**src/rtl/bin2bcd_sched.sv**
```systemverilog
// Round-robin scheduler that shares one bin2bcd conversion core among N_REQ requesters,
// with a watchdog that turns a stalled conversion into an error response.
module bin2bcd_sched #(
    parameter int unsigned N_REQ = 4,
    parameter int unsigned BIN_W = 16,
    parameter int unsigned BCD_W = 20,
    parameter int unsigned TMO   = 64
) (
    input  logic                       clk,
    input  logic                       rst,
    input  logic [N_REQ-1:0]           req_valid,
    input  logic [N_REQ*BIN_W-1:0]     req_bin,
    output logic [N_REQ-1:0]           req_ready,
    output logic                       core_start,
    output logic [BIN_W-1:0]           core_bin,
    input  logic                       core_done,
    input  logic [BCD_W-1:0]           core_bcd,
    output logic                       rsp_valid,
    output logic [$clog2(N_REQ)-1:0]   rsp_id,
    output logic [BCD_W-1:0]           rsp_bcd,
    output logic                       rsp_err,
    input  logic                       rsp_ready
);

    localparam int unsigned ID_W = $clog2(N_REQ);
    localparam int unsigned WD_W = $clog2(TMO) + 1;

    typedef enum logic [1:0] {IDLE, START, WAIT, RESP} state_t;

    state_t            state_q, state_d;
    logic [ID_W-1:0]   last_grant_q, last_grant_d;
    logic [ID_W-1:0]   id_q, id_d;
    logic [BIN_W-1:0]  bin_q, bin_d;
    logic [WD_W-1:0]   wdog_q, wdog_d;
    logic [BCD_W-1:0]  bcd_q, bcd_d;
    logic              err_q, err_d;

    logic [ID_W-1:0]   cand;
    logic [ID_W-1:0]   grant_idx;
    logic              grant_found;
    logic [N_REQ-1:0]  grant_ohot;
    logic [BIN_W-1:0]  grant_bin;

    // Search starts one past the last grant and wraps, so the first hit is the round-robin winner.
    always_comb begin
        cand        = '0;
        grant_idx   = '0;
        grant_found = 1'b0;
        grant_ohot  = '0;
        grant_bin   = '0;
        for (int unsigned off = 1; off <= N_REQ; off++) begin
            cand = ID_W'((32'(last_grant_q) + off) % N_REQ);
            if (!grant_found && req_valid[cand]) begin
                grant_found = 1'b1;
                grant_idx   = cand;
            end
        end
        for (int unsigned i = 0; i < N_REQ; i++) begin
            if (grant_found && grant_idx == ID_W'(i)) begin
                grant_ohot[i] = 1'b1;
                grant_bin     = req_bin[i*BIN_W +: BIN_W];
            end
        end
    end

    always_comb begin
        state_d      = state_q;
        last_grant_d = last_grant_q;
        id_d         = id_q;
        bin_d        = bin_q;
        wdog_d       = wdog_q;
        bcd_d        = bcd_q;
        err_d        = err_q;
        req_ready    = '0;
        core_start   = 1'b0;
        rsp_valid    = 1'b0;
        case (state_q)
            IDLE: begin
                req_ready = grant_ohot;
                if (grant_found) begin
                    last_grant_d = grant_idx;
                    id_d         = grant_idx;
                    bin_d        = grant_bin;
                    state_d      = START;
                end
            end
            START: begin
                core_start = 1'b1;
                wdog_d     = '0;
                state_d    = WAIT;
            end
            WAIT: begin
                wdog_d = wdog_q + 1'b1;
                // A completion arriving on the expiry cycle still counts as a good result.
                if (core_done) begin
                    bcd_d   = core_bcd;
                    err_d   = 1'b0;
                    state_d = RESP;
                end else if (wdog_q == WD_W'(TMO - 1)) begin
                    bcd_d   = '0;
                    err_d   = 1'b1;
                    state_d = RESP;
                end
            end
            RESP: begin
                rsp_valid = 1'b1;
                if (rsp_ready) begin
                    state_d = IDLE;
                end
            end
            default: state_d = IDLE;
        endcase
    end

    always_ff @(posedge clk) begin
        if (rst) begin
            state_q      <= IDLE;
            last_grant_q <= ID_W'(N_REQ - 1);
            id_q         <= '0;
            bin_q        <= '0;
            wdog_q       <= '0;
            bcd_q        <= '0;
            err_q        <= 1'b0;
        end else begin
            state_q      <= state_d;
            last_grant_q <= last_grant_d;
            id_q         <= id_d;
            bin_q        <= bin_d;
            wdog_q       <= wdog_d;
            bcd_q        <= bcd_d;
            err_q        <= err_d;
        end
    end

    assign core_bin = bin_q;
    assign rsp_id   = id_q;
    assign rsp_bcd  = bcd_q;
    assign rsp_err  = err_q;

endmodule

```
**config.mk**
```make
export PLATFORM = sky130hd
export DESIGN_NAME = bin2bcd_sched
export DESIGN_NICKNAME = d
export VERILOG_FILES = /design/src/rtl/bin2bcd_sched.sv
export SDC_FILE = /design/constraint.sdc
export NUM_CORES = 1
export LEC_CHECK = 0
export ABC_AREA = 1
export CORE_MARGIN = 10
export CORE_UTILIZATION = 45
export CTS_CLUSTER_DIAMETER = 200
export DETAILED_ROUTE_END_ITERATION = 8
export GPL_TIMING_DRIVEN = 0
export PLACE_DENSITY = 0.86
export SETUP_SLACK_MARGIN = 0.4
export SYNTH_ARGS = -nofsm -noshare
export SYNTH_HDL_FRONTEND = slang
export SYNTH_SLANG_ARGS = --single-unit
export TNS_END_PERCENT = 10
```
**constraint.sdc**
```tcl
create_clock -name clk -period 5.38 [get_ports clk]
set_input_delay 1.076 -clock clk [delete_from_list [all_inputs] [get_ports clk]]
set_output_delay 1.076 -clock clk [all_outputs]
set_load 0.005 [all_outputs]
```
**Clock nets**

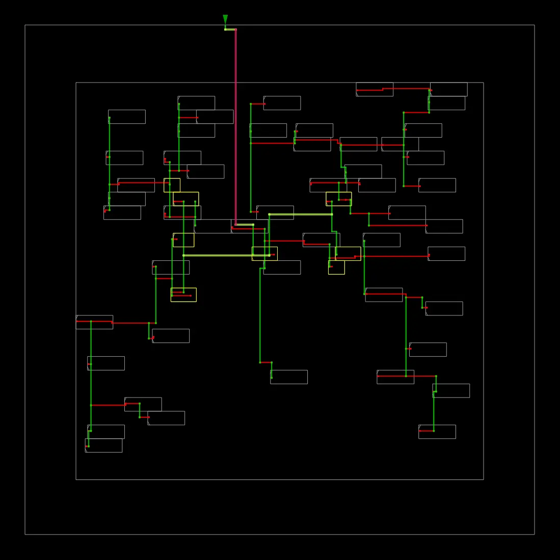
Num CTS Buffers: 5
flop count: 50
Clock group: 0.000235 W
CTS sink count: 50

**The metal 2 layer**

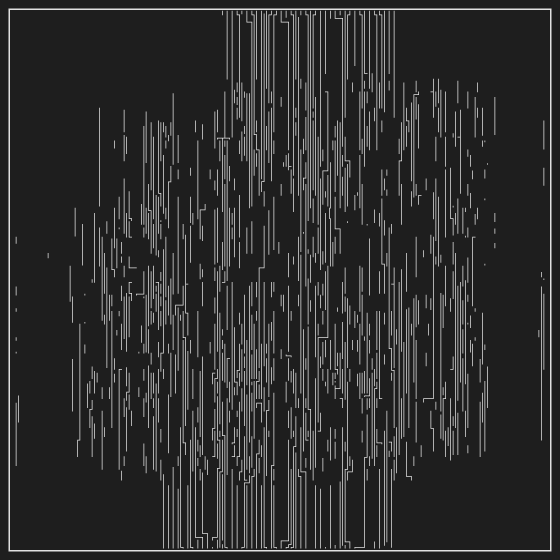
nets with wire on the layer: 528
longest straight run: 38.6 µm
main direction: vertical

**M1 wires**

Supply wires on this layer in grey.
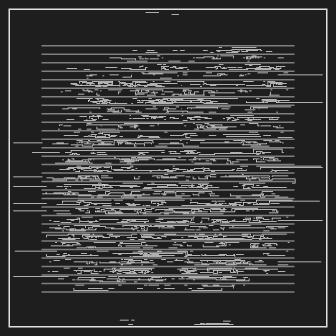
share of all routed wire: 38%
wire length on this layer: 4000 µm

**Signal wires on met3**

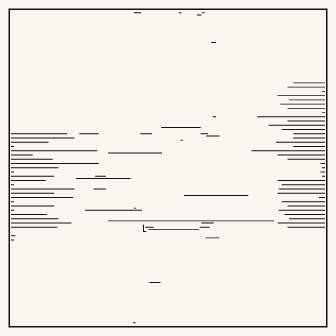
wire length on this layer: 885 µm
nets with wire on the layer: 80
share of all routed wire: 8.5%
main direction: horizontal

-- synthesized netlist by cell type --
master      n
nor4_1      2
nor3_1      6
o21ai_0    19
inv_4       1
nor2_2      1
a211oi_1    1
a31oi_1     1
a21oi_1    34
buf_12      1
nor2_8      1
dfxtp_1    50
nor3b_1     4
nor2_1     14
nand2_4     5
o21ai_2     8
nand4_2     1
a21oi_2     8
nand2_2     7
clkbuf_1    9
inv_2       3
buf_4       3
a21boi_1    1
inv_1      35
o21ai_1    10
nand3_4     1
o211ai_1    3
nand3_1    30
nand2_1   111
nor2_4      2
buf_6       6
buf_2       5
nand3_2     9
ha_1        6
nand4_1    18
-- cell families after synthesis --
| kind of cell | share of synthesized area |
|---|---|
| simple gates | 0.362 |
| compound gates | 0.168 |
| buf+inv | 0.107 |
| flops | 0.337 |
| fa+ha+maj | 0.0253 |
-- layout by cell type (no fill, tap or decap), types with 2 or more instances in the layout --
master and n:
nor4_1 2, nor3b_1 4, clkdlybuf4s50_1 136, o21ai_2 8
a21oi_1 34, a21oi_2 8, o21ai_1 10, nand4_1 18
buf_6 6, o211ai_1 3, nand2_1 111, nor2_1 14
inv_2 3, nor2_4 2, buf_2 5, buf_4 3
ha_1 6, clkbuf_8 5, dfxtp_1 50, clkbuf_1 9
clkinv_4 2, inv_1 35, nand3_2 9, nor3_1 6
nand2_4 5, nand3_1 30, o21ai_0 19, nand2_2 7
-- layer usage --
metal	vias to the layer above	part of all wire	global-route usage
met5	-	0	0
li1	1666	-	-
met1	1508	0.38	0.215
met2	108	0.51	0.355
met3	12	0.085	0.0551
met4	0	0.021	0.0557
-- sequential cells by signal, summed over array words and instances, names as in the netlist --
| signal | count |
|---|---|
| rsp_err | 1 |
| last_grant_q | 2 |
| state_q | 2 |
| rsp_bcd | 20 |
| core_bin | 16 |
| rsp_id | 2 |
| wdog_q | 7 |
-- power groups by stage --
stage / logic, W / clock network, W / registers [W]
final: 0.00178 / 0.000235 / 0.000493
after global routing: 0.00197 / 0.000256 / 0.000502
after CTS: 0.00178 / 0.000245 / 0.000493
after detailed placement: 0.00177 / 0 / 0.000500
after global placement: 0.00173 / 0 / 0.000497
after floorplan: 0.00122 / 0 / 0.000500
-- critical path: cells and delay by family --
family,cells,cell delay (ns)
buffers and inverters,4,1.38
AOI/OAI and AO/OA,1,0.24
and+or+nand+nor,6,0.75
-- stage by stage --
step,instances,total power (W),utilization
after global routing,637,0.00273,0.708
after floorplan,416,0.00172,-
after detailed placement,629,0.00227,0.693
final,637,0.00251,0.708
after global placement,629,0.00223,0.693
after CTS,637,0.00252,0.708
-- worst min path at each step --
| stage | endpoint | slack, ns | cells past startpoint |
|---|---|---|---|
| 2_1_floorplan | rsp_bcd[11] | 0.46 | 2 |
| 3_3_place_gp | rsp_bcd[3] | 0.45 | 2 |
| 3_5_place_dp | rsp_bcd[2] | 0.45 | 2 |
| 4_1_cts | rsp_bcd[2] | 0.47 | 2 |
| 5_1_grt | rsp_bcd[8] | 0.48 | 2 |
| 6_report | rsp_bcd[5] | 0.47 | 2 |
==> results.sh <==
# implementation run metrics
export IMPL_ff2ff_setup_slack_ns=3.20
export IMPL_clk_pin_slew_ns=0.11
export IMPL_cap_violations=0
export IMPL_grt_overflow=0
export IMPL_clkLatencyLatePin_ns=0.31
export IMPL_place_area_mm2=0.00442
export IMPL_end_kind="primary output"
export IMPL_ys_seq_frac=0.337
export IMPL_syn_area_mm2=0.00297
export IMPL_clk_share=0.0216
export IMPL_status="finished, final reports clean"
export IMPL_crit_required_ns=4.30
export IMPL_fin_skew_ns=0.0194
export IMPL_clockBufferCount=5
export IMPL_post_cts_buffers=0
export IMPL_avgSynthCellArea_um2=7.13
export IMPL_logic_area_mm2=0.00165
export IMPL_p_switching_w=0.00123
export IMPL_root_buffer="clkbuf_8"
export IMPL_num_vias=3294
export IMPL_cpMaxStageDelayCell="clkdlybuf4s50_1"
export IMPL_ys_types=34
export IMPL_gp_congestion=0.890
export IMPL_place_port_buffers=136
export IMPL_r2r_start="last_grant_q[1]"
export IMPL_cp_arrival_ns=3.44
export IMPL_grt_first_pass_wirelength_mm=16.4
export IMPL_seq_share=0.221
export IMPL_cts_buffer_depth=2
export IMPL_power_internal_w=0.00128
Power is estimated from default activity; no workload was simulated.
